==> run_1/clock_nets.png <==
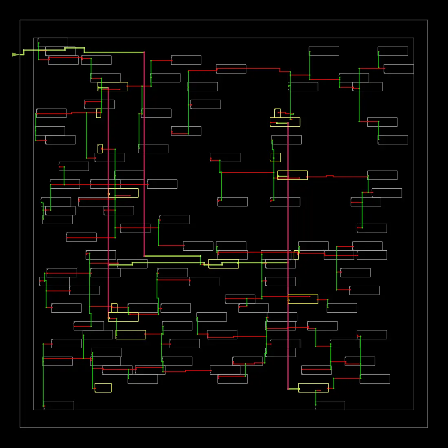
==> run_1/port_trees.png <==
Drawn at 3 px/um.
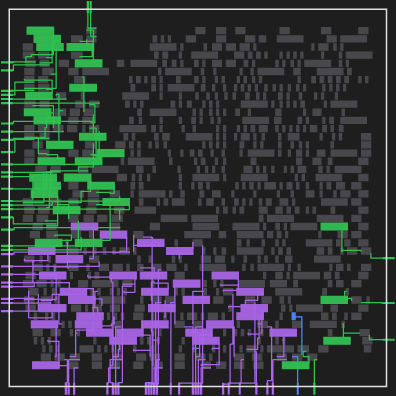
==> run_1/closeup.png <==
Region (84, 84) to (104, 104) um. Cells in grey, sequential cells in the stronger grey; small squares are vias.
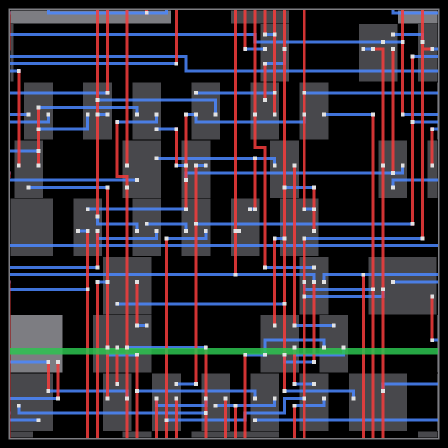
File: src/rtl/qtree_launch_sequencer.sv
// -----------------------------------------------------------------------------
// qtree_launch_sequencer
//
// Sequences one kernel invocation of a generated dataflow DUT whose arguments
// are heap-resident QTrees. Waits for every argument loader to finish and latch
// its root pointer, then issues the Go token and each argument root-pointer
// token exactly once. Afterwards it waits for the result token, holds it for
// the host and reports how many cycles passed between FIRE entry and capture.
//
// Ports
//   clk, aresetn   clock and asynchronous active-low reset
//   start          host launch request (level, sampled in IDLE)
//   arg_loaded     per-argument "tree fully deserialized" flags
//   arg_ptr        root pointer tokens from loaders, arg i at [i*PTR_W +: PTR_W]
//   go_d / go_r    Go token to DUT and its ready
//   arg_d / arg_r  argument tokens to DUT and per-argument readies
//   res_d / res_r  result token from DUT and its ready
//   result_data    captured result token
//   done/done_ack  result valid to host and host acknowledge
//   busy           high whenever not IDLE
//   cycles         saturating cycle count, FIRE entry to result capture
//
// Token convention: bit 0 is the valid bit; a transfer happens when the valid
// bit and the channel ready are both high in the same cycle.
// -----------------------------------------------------------------------------
module qtree_launch_sequencer #(
  parameter int unsigned NUM_ARGS = 3,
  parameter int unsigned PTR_W    = 9,
  parameter int unsigned RES_W    = 32,
  parameter int unsigned CNT_W    = 32
) (
  input  logic                      clk,
  input  logic                      aresetn,
  input  logic                      start,
  input  logic [NUM_ARGS-1:0]       arg_loaded,
  input  logic [NUM_ARGS*PTR_W-1:0] arg_ptr,
  output logic                      go_d,
  input  logic                      go_r,
  output logic [NUM_ARGS*PTR_W-1:0] arg_d,
  input  logic [NUM_ARGS-1:0]       arg_r,
  input  logic [RES_W-1:0]          res_d,
  output logic                      res_r,
  output logic [RES_W-1:0]          result_data,
  output logic                      done,
  input  logic                      done_ack,
  output logic                      busy,
  output logic [CNT_W-1:0]          cycles
);

  localparam int unsigned ARGS_W = NUM_ARGS * PTR_W;

  typedef enum logic [2:0] {
    S_IDLE      = 3'd0,
    S_WAIT_LOAD = 3'd1,
    S_FIRE      = 3'd2,
    S_RUN       = 3'd3,
    S_DONE      = 3'd4
  } state_e;

  state_e              state_q,    state_d;
  logic                go_tok_q,   go_tok_d;
  logic [ARGS_W-1:0]   arg_tok_q,  arg_tok_d;
  logic                go_sent_q,  go_sent_d;
  logic [NUM_ARGS-1:0] arg_sent_q, arg_sent_d;
  logic                res_rdy_q,  res_rdy_d;
  logic [RES_W-1:0]    result_q,   result_d;
  logic                done_q,     done_d;
  logic                busy_q,     busy_d;
  logic [CNT_W-1:0]    cycles_q,   cycles_d;

  logic [CNT_W-1:0]    cycles_inc_c;

  // Saturating increment: the counter sticks at all ones instead of wrapping.
  always_comb begin
    cycles_inc_c = cycles_q;
    if (cycles_q != {CNT_W{1'b1}}) begin
      cycles_inc_c = cycles_q + CNT_W'(1);
    end
  end

  // Next-state and registered-output logic.
  always_comb begin
    state_d    = state_q;
    go_tok_d   = go_tok_q;
    arg_tok_d  = arg_tok_q;
    go_sent_d  = go_sent_q;
    arg_sent_d = arg_sent_q;
    res_rdy_d  = res_rdy_q;
    result_d   = result_q;
    done_d     = done_q;
    cycles_d   = cycles_q;

    unique case (state_q)
      S_IDLE: begin
        if (start) begin
          state_d = S_WAIT_LOAD;
        end
      end

      S_WAIT_LOAD: begin
        // Latch all root pointers at once; the valid bit is forced because the
        // pointer itself is what matters once the loader reports done.
        if (&arg_loaded) begin
          for (int unsigned i = 0; i < NUM_ARGS; i++) begin
            arg_tok_d[i*PTR_W +: PTR_W] = arg_ptr[i*PTR_W +: PTR_W] | PTR_W'(1);
          end
          go_tok_d   = 1'b1;
          go_sent_d  = 1'b0;
          arg_sent_d = '0;
          cycles_d   = '0;
          state_d    = S_FIRE;
        end
      end

      S_FIRE: begin
        cycles_d = cycles_inc_c;
        // Each channel completes on its own; once sent the valid bit stays low.
        if (go_tok_q && go_r) begin
          go_tok_d  = 1'b0;
          go_sent_d = 1'b1;
        end
        for (int unsigned i = 0; i < NUM_ARGS; i++) begin
          if (arg_tok_q[i*PTR_W] && arg_r[i]) begin
            arg_tok_d[i*PTR_W] = 1'b0;
            arg_sent_d[i]      = 1'b1;
          end
        end
        // Leave as soon as the last transfer happens, not a cycle later.
        if (go_sent_d && (&arg_sent_d)) begin
          res_rdy_d = 1'b1;
          state_d   = S_RUN;
        end
      end

      S_RUN: begin
        // The capture cycle itself is still counted; the count freezes after.
        cycles_d = cycles_inc_c;
        if (res_rdy_q && res_d[0]) begin
          result_d  = res_d;
          done_d    = 1'b1;
          res_rdy_d = 1'b0;
          state_d   = S_DONE;
        end
      end

      S_DONE: begin
        if (done_ack) begin
          done_d  = 1'b0;
          state_d = S_IDLE;
        end
      end

      default: begin
        state_d = S_IDLE;
      end
    endcase

    busy_d = (state_d != S_IDLE);
  end

  // State and output registers.
  always_ff @(posedge clk or negedge aresetn) begin
    if (!aresetn) begin
      state_q    <= S_IDLE;
      go_tok_q   <= 1'b0;
      arg_tok_q  <= '0;
      go_sent_q  <= 1'b0;
      arg_sent_q <= '0;
      res_rdy_q  <= 1'b0;
      result_q   <= '0;
      done_q     <= 1'b0;
      busy_q     <= 1'b0;
      cycles_q   <= '0;
    end else begin
      state_q    <= state_d;
      go_tok_q   <= go_tok_d;
      arg_tok_q  <= arg_tok_d;
      go_sent_q  <= go_sent_d;
      arg_sent_q <= arg_sent_d;
      res_rdy_q  <= res_rdy_d;
      result_q   <= result_d;
      done_q     <= done_d;
      busy_q     <= busy_d;
      cycles_q   <= cycles_d;
    end
  end

  assign go_d        = go_tok_q;
  assign arg_d       = arg_tok_q;
  assign res_r       = res_rdy_q;
  assign result_data = result_q;
  assign done        = done_q;
  assign busy        = busy_q;
  assign cycles      = cycles_q;

endmodule

File: config.mk
export PLATFORM = sky130hd
export DESIGN_NAME = qtree_launch_sequencer
export DESIGN_NICKNAME = d
export VERILOG_FILES = /design/src/rtl/qtree_launch_sequencer.sv
export SDC_FILE = /design/constraint.sdc
export NUM_CORES = 1
export LEC_CHECK = 0
export ABC_AREA = 1
export ABC_CLOCK_PERIOD_IN_PS = 2800
export CAP_MARGIN = 20
export CELL_PAD_IN_SITES_DETAIL_PLACEMENT = 1
export CELL_PAD_IN_SITES_GLOBAL_PLACEMENT = 1
export CORE_MARGIN = 4
export CORE_UTILIZATION = 35
export DETAILED_ROUTE_END_ITERATION = 7
export PLACE_DENSITY_LB_ADDON = 0.1
export SYNTH_ARGS = -nofsm -noshare
export SYNTH_HDL_FRONTEND = slang
export SYNTH_SLANG_ARGS = --single-unit
File: constraint.sdc
create_clock -name clk -period 2.8 [get_ports clk]
set_input_delay 0.28 -clock clk [delete_from_list [all_inputs] [get_ports clk]]
set_output_delay 0.28 -clock clk [all_outputs]
set_load 0.05 [all_outputs]
==> run summary, run 1 <==
Synth warn -> 0
Antenna cells -> 0
Setup TNS -> 0 ps
Uppermost layer routed -> met4
CP Data Required Time -> 3020 ps
Post-DP HPWL -> 11300 um
Metal-1 WL -> 6340 um
Met2 usage -> 32.3%
Met2 WL -> 7030 um
CP max stage delay -> 480 ps
HP Class -> flip-flop to flip-flop
Crit share post-route -> 77.5%
Number of enable flip-flop cells -> 0
Routed wire length per instance -> 16.0 um
Synth Net Count -> 654
Grt peak-use layer -> met2
Worst path top cell family by delay -> simple AND/OR/NAND/NOR gates
Layout Nets -> 818
Seq pwr -> 2.26 mW
Layout fillers -> 1591
Hold_buf cts -> 1
Hold Worst Slack -> 474 ps
Final instance area -> 0.00691 sq mm
Final Wtd Congestion -> 0.849
Status -> complete, no violations
List of most frequent post-synthesis cells -> nand2_1 (238), dfrtp_1 (102), nor2_1 (56)
Adder share -> 0.260%
Pleak -> 3.01 nW
Chip Area, Yosys -> 0.00481 sq mm
XORs/XNORs by Area -> 2.00%
Final Hold Fails -> 0
Die Span Y -> 125 um
Post-Place Setup Slack -> 621 ps
Worst Max-Slew Pin Slew -> 656 ps
Synth Seq Share -> 53.1%
Max FO, Critical Path -> 27
P_clk -> 1.18 mW
Max Slew Vio Count -> 0
Synth Flop Type -> dfrtp_1
Crit-path most repeated cell -> nand2_2
Storage cell area -> 0.00255 sq mm
OpenROAD warnings -> 29
Registers, synthesis -> 102
Clk Tree Root Cell -> clkbuf_16
Syn_area_per_cell -> 8.25 sq um
## Picture notes: clock_nets.png
clock buffer count from CTS: 9
clk sinks: 102
Late-Pin Clk Latency: 350 ps

## Picture notes: port_trees.png
legend:
  go_r:
    colour: blue
    bits: 1
    direction: input
    edge: south
    end_cells: 1
    buffers: 1
    wire: 26.1 um
  result_data:
    colour: purple
    bits: 32
    direction: output
    edge: 24 south, 8 west
    end_cells: 32
    buffers: 32
    wire: 1230 um
  arg_d:
    colour: green
    bits: 27
    direction: output
    edge: 21 west, 3 east, 2 north, 1 south
    end_cells: 27
    buffers: 27
    wire: 955 um
Port Buffers: 161
Ports: 165

## Picture notes: closeup.png
legend:
  M1:
    colour: blue
  M3:
    colour: green
  M2:
    colour: red
most frequent: nand2_1 (12), nor2_1 (9), nand3_1 (4)
cells with their middle in the window: 32
sequential cells in the window: 0

-- run 1: layout by cell type, fill, tap and decap left out, types with 5 or more instances in the layout --
cell	count
mux2_2	24
nor2_1	56
o21bai_1	6
xor2_1	6
nand2_1	238
o21ai_0	28
xnor2_1	5
clkdlybuf4s50_1	160
dfrtp_1	102
inv_1	30
buf_4	8
clkbuf_16	9
nor3_1	6
nand3_1	38
-- run 1: final cells by class --
class / count / share of cell area (%)
repair buffers: 170 / 24.5
well taps: 176 / 3.19
flip-flops and latches: 102 / 36.9
clock buffers: 13 / 3.62
clock inverters: 3 / 0.272
multi-input cells: 431 / 29.7
inverters: 33 / 1.79
-- run 1: flip-flops by register name, summed over array words and instances (netlist names) --
register	count
go_sent_q	1
state_q	3
res_r	1
go_d	1
busy	1
arg_d	27
cycles	32
arg_sent_q	3
result_data	32
done	1
==> run_1/layers.png <==
Drawn at 4 px/um. Two of the layers only.
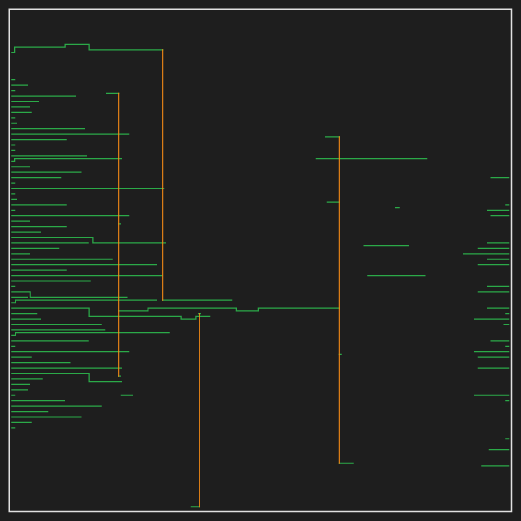

==> run 2, diff against run 1 <==
- ABC_CLOCK_PERIOD_IN_PS: 2800 -> 2250
- CORE_UTILIZATION: 35 -> 33
- clock period: 2.8 -> 2.25 ns (I/O delays scaled with it)
==> run_2/layers.png <==
Drawn at 4 px/um. Two of the layers only.
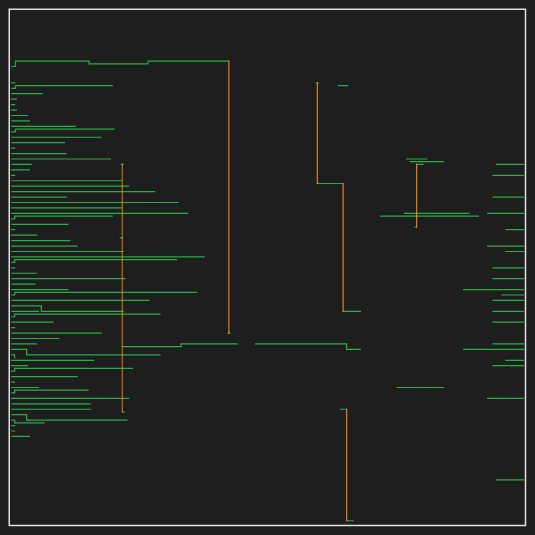
legend:
  M4:
    colour: orange
    wire_length: 231 um
  M3:
    colour: green
    wire_length: 1450 um

==> run 2 against run 1 <==
Compared with the run above: sequential share of layout area down 0.43 points; area after synthesis unchanged; cell area is 1.2% higher; via count shrank 0.13%; clock-buffer cell count fell by 2; synthesized cell count is the same; first-iteration DRC count up 6.3%; hold slack worse by 240 ps; register-to-register slack got worse by 310 ps; utilization shrank 2.2 points; critical endpoint is now cycles[2]; largest cell class unchanged.
==> run summary, run 2 <==
Status -> complete, no violations
XORs/XNORs by Area -> 2.00% (unchanged)
Clk cell area share -> 4.44% (+0.55 points)
Comb area share -> 29.4% (-0.35 points)
Syn_area_per_cell -> 8.25 sq um (unchanged)
Seq Cell Count -> 102 (unchanged)
Hold Worst Slack -> 235 ps (-239 ps)
Max Slew Vio Count -> 0 (unchanged)
Worst Max-Slew Pin Slew -> 573 ps (-82.6 ps)
CP Data Required Time -> 2030 ps (-990 ps)
Combinational Gates -> 431 (unchanged)
Number of clock buffers in the layout -> 11 (-2)
Ports -> 165 (unchanged)
Top cells excl fill/tap -> nand2_1 (238), clkdlybuf4s50_1 (160), dfrtp_1 (102)
Bufs w/o clock -> 173 (+1.8%)
TAP cells -> 180 (+2.3%)
HP Class -> input pin to async pin
Synth Seq Share -> 53.1% (unchanged)
Flop share of the area -> 36.5% (-0.43 points)
Setup TNS -> 0 ps (unchanged)
Uppermost layer routed -> met4
Metal-1 WL -> 5900 um (-6.9%)
Port Buffers -> 161 (unchanged)
Die Span Y -> 129 um (+2.8%)
Pleak -> 3.04 nW (+1.3%)
Layout fillers -> 1666 (+4.7%)
OpenROAD warnings -> 29 (unchanged)
Storage cell area -> 0.00255 sq mm (unchanged)
Grt peak-use layer -> met2
Final Wtd Congestion -> 0.823 (-3.0%)
Worst path top cell family by delay -> buffers and inverters
Final Hold Fails -> 0 (unchanged)
Antenna cells -> 0 (unchanged)
==> run_2/closeup.png <==
Region (87, 87) to (107, 107) um. Cells in grey, sequential cells in the stronger grey; small squares are vias.
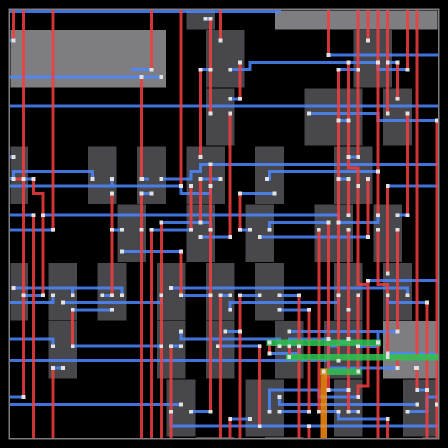
legend:
  M1:
    colour: blue
  M2:
    colour: red
  M4:
    colour: orange
  M3:
    colour: green
cells with their middle in the window: 34
netlist names of flops here include: cycles (1)
most frequent: nand2_1 (16), nand3_1 (7), nor2_1 (6)
sequential cells in the window: 1

==> run 2: cell counts after synthesis <==
No cell type changed its count.
==> run 2: report_power, final <==
part | leakage, nW | total [mW] | switching (mW) | internal (mW)
clock network | 0.155 | 1.63 | 0.710 | 0.924
registers | 1.31 | 2.79 | 0.354 | 2.44
logic | 1.57 | 4.61 | 3.08 | 1.53
==> run 2: final timing paths <==
| path | cells after the start | slack (ps) | end |
|---|---|---|---|
| worst max-delay path | 1 | 300 | cycles[2] |
| worst min-delay path | 2 | 230 | arg_d[0] |
| worst max register to register | 9 | 320 | cycles[23] |
| worst min register to register | 2 | 470 | result_data[11] |
| max in group asynchronous | 3 | 1290 | result_data[30] |
| min in group clk | 3 | 420 | result_data[13] |
==> run_2/port_trees.png <==
Drawn at 3 px/um.
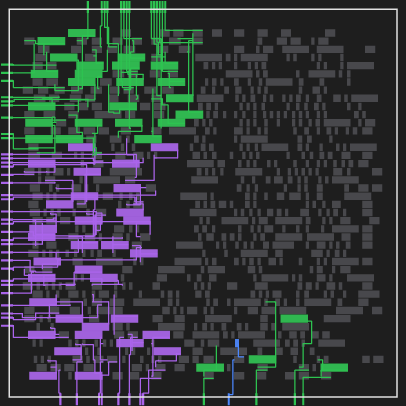

==> run 3, diff against run 2 <==
- ABC_CLOCK_PERIOD_IN_PS: 2250 -> 1650
- CORE_UTILIZATION: 33 -> 30
- clock period: 2.25 -> 1.65 ns (I/O delays scaled with it)
==> run_3/port_trees.png <==
Drawn at 3 px/um.
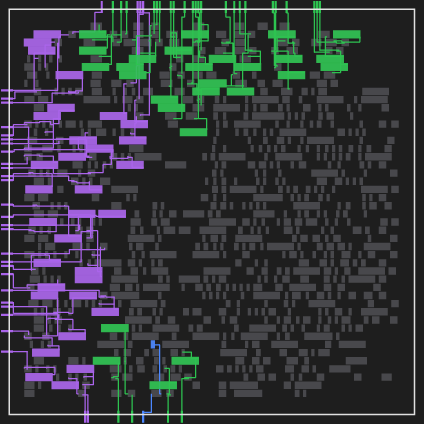
legend:
  result_data:
    colour: purple
    bits: 32
    direction: output
    edge: 26 west, 4 north, 2 south
    end_cells: 32
    buffers: 32
    wire: 1150 um
  go_r:
    colour: blue
    bits: 1
    direction: input
    edge: south
    end_cells: 1
    buffers: 1
    wire: 27.7 um
  arg_d:
    colour: green
    bits: 27
    direction: output
    edge: 23 north, 4 south
    end_cells: 27
    buffers: 27
    wire: 793 um

==> run_3/closeup.png <==
Region (91, 91) to (111, 111) um. Cells in grey, sequential cells in the stronger grey; small squares are vias.
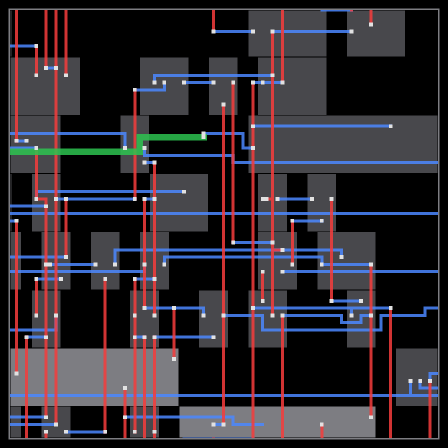
legend:
  M2:
    colour: red
  M3:
    colour: green
  M1:
    colour: blue
most frequent: nand2_1 (9), buf_4 (4), nor2_1 (3)
netlist names of flops here include: cycles (2)
sequential cells in the window: 2
cells with their middle in the window: 28

==> run 3 against run 2 <==
Compared with the run above: utilization fell by 3.2 points; via count rose by 3.6%; cell area rose by 4.6%; sequential cell count did not move; the flow now finishes with violations (negative setup slack); clock power rose by about 40%; final cell count rose by 8.8%; hold slack improved by 110 ps; worst setup slack got worse by 300 ps; largest cell class unchanged.
==> run summary, run 3 <==
Clock share of power -> 18.0% (about the same)
PnR worst setup slack -> -4.00 ps
Die Span Y -> 135 um (+4.6%)
Comb power frac -> 52.1% (+1.1 points)
Net Sw Frac -> 46.8% (+0.88 points)
Internal Power -> 6.78 mW (+39%)
Failing checks -> negative setup slack
Final setup fails -> 1
Sequential share of power -> 30.0% (-0.9 points)
Hold Path End -> result_data[7]
Reg2Reg Setup Slack -> -4 ps (-320 ps)
Final Hold Fails -> 0 (unchanged)
Final Wtd Congestion -> 0.816 (-0.80%)
Worst Max-Slew Pin Slew -> 345 ps (-228 ps)
Comb area share -> 29.1% (-0.30 points)
Status -> finished, violations left
XORs/XNORs by Area -> 2.00% (unchanged)
OpenROAD warnings -> 32 (+10%)
Pleak -> 3.47 nW (+14%)
End of the critical path -> cycles[29]
Seq pwr -> 3.82 mW (+37%)
Levels on crit path -> 10 (+9)
[run 3: through the flow]
| step | instance area [sq um] | cells | TNS, ps |
|---|---|---|---|
| CTS | 7280 | 1017 | -1610 |
| global placement | 6850 | 996 | -165 |
| finish | 7310 | 1017 | -4.00 |
| floorplan | 4830 | 583 | -4540 |
| detailed placement | 6850 | 996 | -682 |
| global route | 7310 | 1017 | -3310 |
[run 3: per-layer routing]
| layer | up-vias | track usage, % | share of wire, % |
|---|---|---|---|
| met5 | - | 0 | 0 |
| met4 | 0 | 4.52 | 1.5 |
| met3 | 15 | 6.74 | 7.5 |
| met2 | 108 | 33.4 | 51 |
| met1 | 2264 | 20.9 | 40 |
| li1 | 2263 | - | - |
No activity file was given, so power comes from the tool's default toggle rates.
